File: src/rtl/exe_pkg.sv
// Shared constants for the execute stage: ALU opcodes and shift-amount sizing.
package exe_pkg;
  localparam int ALU_OP_W = 4;

  localparam logic [ALU_OP_W-1:0] ALU_ADD  = 4'd0;
  localparam logic [ALU_OP_W-1:0] ALU_SUB  = 4'd1;
  localparam logic [ALU_OP_W-1:0] ALU_AND  = 4'd2;
  localparam logic [ALU_OP_W-1:0] ALU_OR   = 4'd3;
  localparam logic [ALU_OP_W-1:0] ALU_XOR  = 4'd4;
  localparam logic [ALU_OP_W-1:0] ALU_NOR  = 4'd5;
  localparam logic [ALU_OP_W-1:0] ALU_SLT  = 4'd6;
  localparam logic [ALU_OP_W-1:0] ALU_SLTU = 4'd7;
  localparam logic [ALU_OP_W-1:0] ALU_SLL  = 4'd8;
  localparam logic [ALU_OP_W-1:0] ALU_SRL  = 4'd9;
  localparam logic [ALU_OP_W-1:0] ALU_SRA  = 4'd10;
  localparam logic [ALU_OP_W-1:0] ALU_LUI  = 4'd11;
  localparam logic [ALU_OP_W-1:0] ALU_MUL  = 4'd12;

  function automatic int shamt_w(input int data_w);
    return $clog2(data_w);
  endfunction
endpackage

File: src/rtl/exe_alu.sv
// Combinational single-cycle ALU; MUL and unused opcodes yield 0 here.
module exe_alu
  import exe_pkg::*;
#(
  parameter int DATA_W = 32,
  parameter int OP_W   = ALU_OP_W
) (
  input  logic [OP_W-1:0]   op,
  input  logic [DATA_W-1:0] src1,
  input  logic [DATA_W-1:0] src2,
  output logic [DATA_W-1:0] result
);
  localparam int SH_W = shamt_w(DATA_W);

  logic [SH_W-1:0] sh;
  assign sh = src1[SH_W-1:0];

  always_comb begin
    result = '0;
    case (op)
      ALU_ADD:  result = src1 + src2;
      ALU_SUB:  result = src1 - src2;
      ALU_AND:  result = src1 & src2;
      ALU_OR:   result = src1 | src2;
      ALU_XOR:  result = src1 ^ src2;
      ALU_NOR:  result = ~(src1 | src2);
      ALU_SLT:  result = {{(DATA_W-1){1'b0}}, ($signed(src1) < $signed(src2))};
      ALU_SLTU: result = {{(DATA_W-1){1'b0}}, (src1 < src2)};
      ALU_SLL:  result = src2 << sh;
      ALU_SRL:  result = src2 >> sh;
      ALU_SRA:  result = $unsigned($signed(src2) >>> sh);
      ALU_LUI:  result = src2 << (DATA_W/2);
      default:  result = '0;
    endcase
  end
endmodule

File: src/rtl/exe_stage_pipe.sv
// Execute stage: valid/allowin handshake, EXE/WB forwarding, load-use stall
// detection and a latency-counted multi-cycle MUL.
module exe_stage_pipe
  import exe_pkg::*;
#(
  parameter int DATA_W  = 32,
  parameter int REG_W   = 5,
  parameter int OP_W    = ALU_OP_W,
  parameter int MUL_LAT = 4
) (
  input  logic              clk,
  input  logic              reset,
  input  logic              de_valid,
  output logic              exe_allowin,
  input  logic [OP_W-1:0]   de_aluop,
  input  logic [DATA_W-1:0] de_src1,
  input  logic [DATA_W-1:0] de_src2,
  input  logic [REG_W-1:0]  de_rs,
  input  logic [REG_W-1:0]  de_rt,
  input  logic              de_use_rs,
  input  logic              de_use_rt,
  input  logic              de_wen,
  input  logic [REG_W-1:0]  de_dest,
  input  logic              de_is_load,
  input  logic              mem_allowin,
  output logic              exe_valid,
  output logic [DATA_W-1:0] exe_result,
  output logic              exe_wen,
  output logic [REG_W-1:0]  exe_dest,
  output logic              exe_is_load,
  input  logic              wb_wen,
  input  logic [REG_W-1:0]  wb_dest,
  input  logic [DATA_W-1:0] wb_data,
  output logic              load_use_stall
);
  localparam int CNT_W = (MUL_LAT > 1) ? $clog2(MUL_LAT) : 1;

  typedef struct packed {
    logic [DATA_W-1:0] a;
    logic [DATA_W-1:0] b;
    logic              wen;
    logic [REG_W-1:0]  dest;
    logic              is_load;
  } mul_req_t;

  logic              busy;
  logic [CNT_W-1:0]  cnt;
  mul_req_t          mreq;
  logic [DATA_W-1:0] op1, op2, alu_res, mul_now, mul_done;
  logic              exe_fwd_ok, fwd_exe1, fwd_wb1, fwd_exe2, fwd_wb2;
  logic              accept, consume, is_mul;

  // A load's EXE result is only its address, so it must never be forwarded.
  assign exe_fwd_ok = exe_valid & exe_wen & ~exe_is_load & (exe_dest != '0);
  assign fwd_exe1   = de_use_rs & exe_fwd_ok & (exe_dest == de_rs);
  assign fwd_exe2   = de_use_rt & exe_fwd_ok & (exe_dest == de_rt);
  assign fwd_wb1    = de_use_rs & wb_wen & (wb_dest != '0) & (wb_dest == de_rs);
  assign fwd_wb2    = de_use_rt & wb_wen & (wb_dest != '0) & (wb_dest == de_rt);
  assign op1 = fwd_exe1 ? exe_result : fwd_wb1 ? wb_data : de_src1;
  assign op2 = fwd_exe2 ? exe_result : fwd_wb2 ? wb_data : de_src2;

  assign load_use_stall = de_valid & exe_valid & exe_is_load & exe_wen & (exe_dest != '0) &
                          ((de_use_rs & (de_rs == exe_dest)) | (de_use_rt & (de_rt == exe_dest)));
  assign exe_allowin = ~busy & ~load_use_stall & (~exe_valid | mem_allowin);
  assign accept      = de_valid & exe_allowin;
  assign consume     = exe_valid & mem_allowin;
  assign is_mul      = (de_aluop == ALU_MUL);
  assign mul_now     = op1 * op2;
  assign mul_done    = mreq.a * mreq.b;

  exe_alu #(.DATA_W(DATA_W), .OP_W(OP_W)) u_alu (
    .op(de_aluop), .src1(op1), .src2(op2), .result(alu_res)
  );

  always_ff @(posedge clk) begin
    if (reset) begin
      exe_valid   <= 1'b0;
      exe_result  <= '0;
      exe_wen     <= 1'b0;
      exe_dest    <= '0;
      exe_is_load <= 1'b0;
      busy        <= 1'b0;
      cnt         <= '0;
      mreq        <= '0;
    end else if (busy) begin
      cnt <= cnt - 1'b1;
      if (cnt == CNT_W'(1)) begin
        busy        <= 1'b0;
        exe_valid   <= 1'b1;
        exe_result  <= mul_done;
        exe_wen     <= mreq.wen;
        exe_dest    <= mreq.dest;
        exe_is_load <= mreq.is_load;
      end
    end else if (accept && is_mul && (MUL_LAT > 1)) begin
      // Slot is free here: allowin guaranteed it empty or being consumed.
      busy      <= 1'b1;
      cnt       <= CNT_W'(MUL_LAT - 1);
      exe_valid <= 1'b0;
      mreq      <= '{a: op1, b: op2, wen: de_wen, dest: de_dest, is_load: de_is_load};
    end else if (accept) begin
      exe_valid   <= 1'b1;
      exe_result  <= is_mul ? mul_now : alu_res;
      exe_wen     <= de_wen;
      exe_dest    <= de_dest;
      exe_is_load <= de_is_load;
    end else if (consume) begin
      exe_valid <= 1'b0;
    end
  end
endmodule

File: config.mk
export PLATFORM = sky130hd
export DESIGN_NAME = exe_stage_pipe
export DESIGN_NICKNAME = d
export VERILOG_FILES = /design/src/rtl/exe_pkg.sv /design/src/rtl/exe_alu.sv /design/src/rtl/exe_stage_pipe.sv
export SDC_FILE = /design/constraint.sdc
export NUM_CORES = 2
export LEC_CHECK = 0
export CORE_MARGIN = 8
export CORE_UTILIZATION = 37
export CTS_BUF_LIST = sky130_fd_sc_hd__clkbuf_2
export CTS_CLUSTER_SIZE = 10
export DETAILED_ROUTE_END_ITERATION = 10
export GPL_ROUTABILITY_DRIVEN = 0
export PLACE_DENSITY = 0.59
export REMOVE_ABC_BUFFERS = 1
export SKIP_CTS_REPAIR_TIMING = 1
export SYNTH_ARGS = -nofsm -noshare
export SYNTH_HDL_FRONTEND = slang
export SYNTH_SLANG_ARGS = --single-unit
export TNS_END_PERCENT = 100
File: constraint.sdc
create_clock -name clk -period 23.8 [get_ports clk]
set_input_delay 5.95 -clock clk [delete_from_list [all_inputs] [get_ports clk]]
set_output_delay 5.95 -clock clk [all_outputs]
set_load 0.03 [all_outputs]
class_map.png
The bar under the picture is 100 um long.
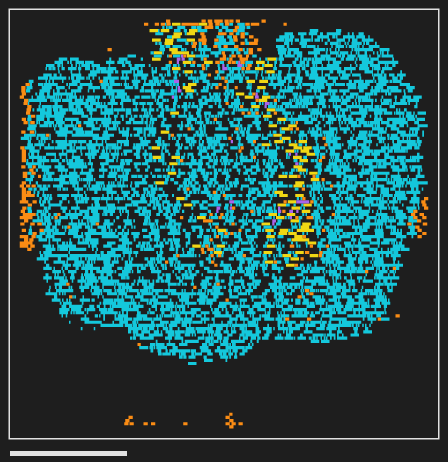
[remaining buffers and delay cells] orange | cells: 291
[remaining logic cells] cyan | cells: 5,250
[registers] yellow | cells: 114
[clock drivers and dummy loads] purple | cells: 32
sequential share of cell area: 4.663%
core area: 123,000 um^2
Finished Cell Area: 49,030 um^2

layers.png
The bar under the picture is 100 um long. Only two layers are drawn.
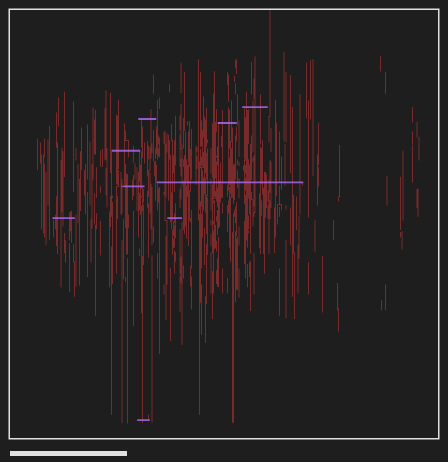
[M4] red | wire length: 15,300 um
[M5] purple | wire length: 251 um
DR WL/cell: 26.94 um
drt total wl: 197,500 um
Vias: 43,780
Total Routing Usage GR: 28.55%

==> reports/metrics.cfg <==
[status]
outcome = finished with violations
violations = DRC, capacitance limit, slew limit

[finish]
synthToLayoutAreaGrowth_pct = 7.421
drive_gt1_share_pct = 4.765
nClkBuffers = 17
comb_area_um2 = 38080
final_nets = 6964
fin_cells = 7333
inverters_excl_clock = 995

[worst_setup_path]
critical_path.startpoint_type = input port
worstSetupPathType = input port to register
crit_slowest_cell = clkinv_1
cp-end-kind = register

[synth]
syn_area_um2 = 45640
synth.avg_cell_area_um2 = 7.925
synth_top_area_share_pct = 35.88
synthTopCellsByCount = inv_1, nand2_1, fa_1
logic_family = adder cells
synth_dominant_cell_count = inv_1
synth-async-reset-ratio_pct = 0
mux_share_pct = 4.129

[placement]
dpl.hpwl_um = 151400
post-place-ws_ps = 6984

[final_timing]
fin_skew_ps = 85.83
finalCriticalPeriod_ps = 16290
slew_headroom_pct = -0.1097
finalHoldViolations = 0
worst_slack_ps = 7506
final-max-slew-violation-count = 1
setup_violations = 0

[global_routing]
grt_pass1_vias = 44678
antenna_found_initial = 18

[power]
powerClk_uw = 151
finalPower_mw = 5.910
comb_power_mw = 5.51

[job]
max-cap-violations = 1
warning_count = 120

[clocking]
numCtsBuffers = 17
cts_root_buffer = clkbuf_2

[detailed_routing]
first_pass_iters = 11
wl_met3_um = 27450
vias_per_cell = 5.970
route.met2.wl_um = 81620
drc = 1
top_layer_used = met5

[die]
io_pins = 171
fp_util_pct = 37.11
dieArea_um2 = 134800

congestion_map.png
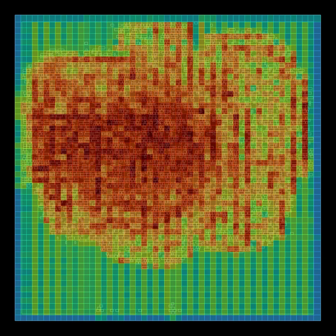
GR Util met2: 42.04%
Util after Layout: 39.86%
met1 GRT Util: 34.94%
met3 usage: 11.33%

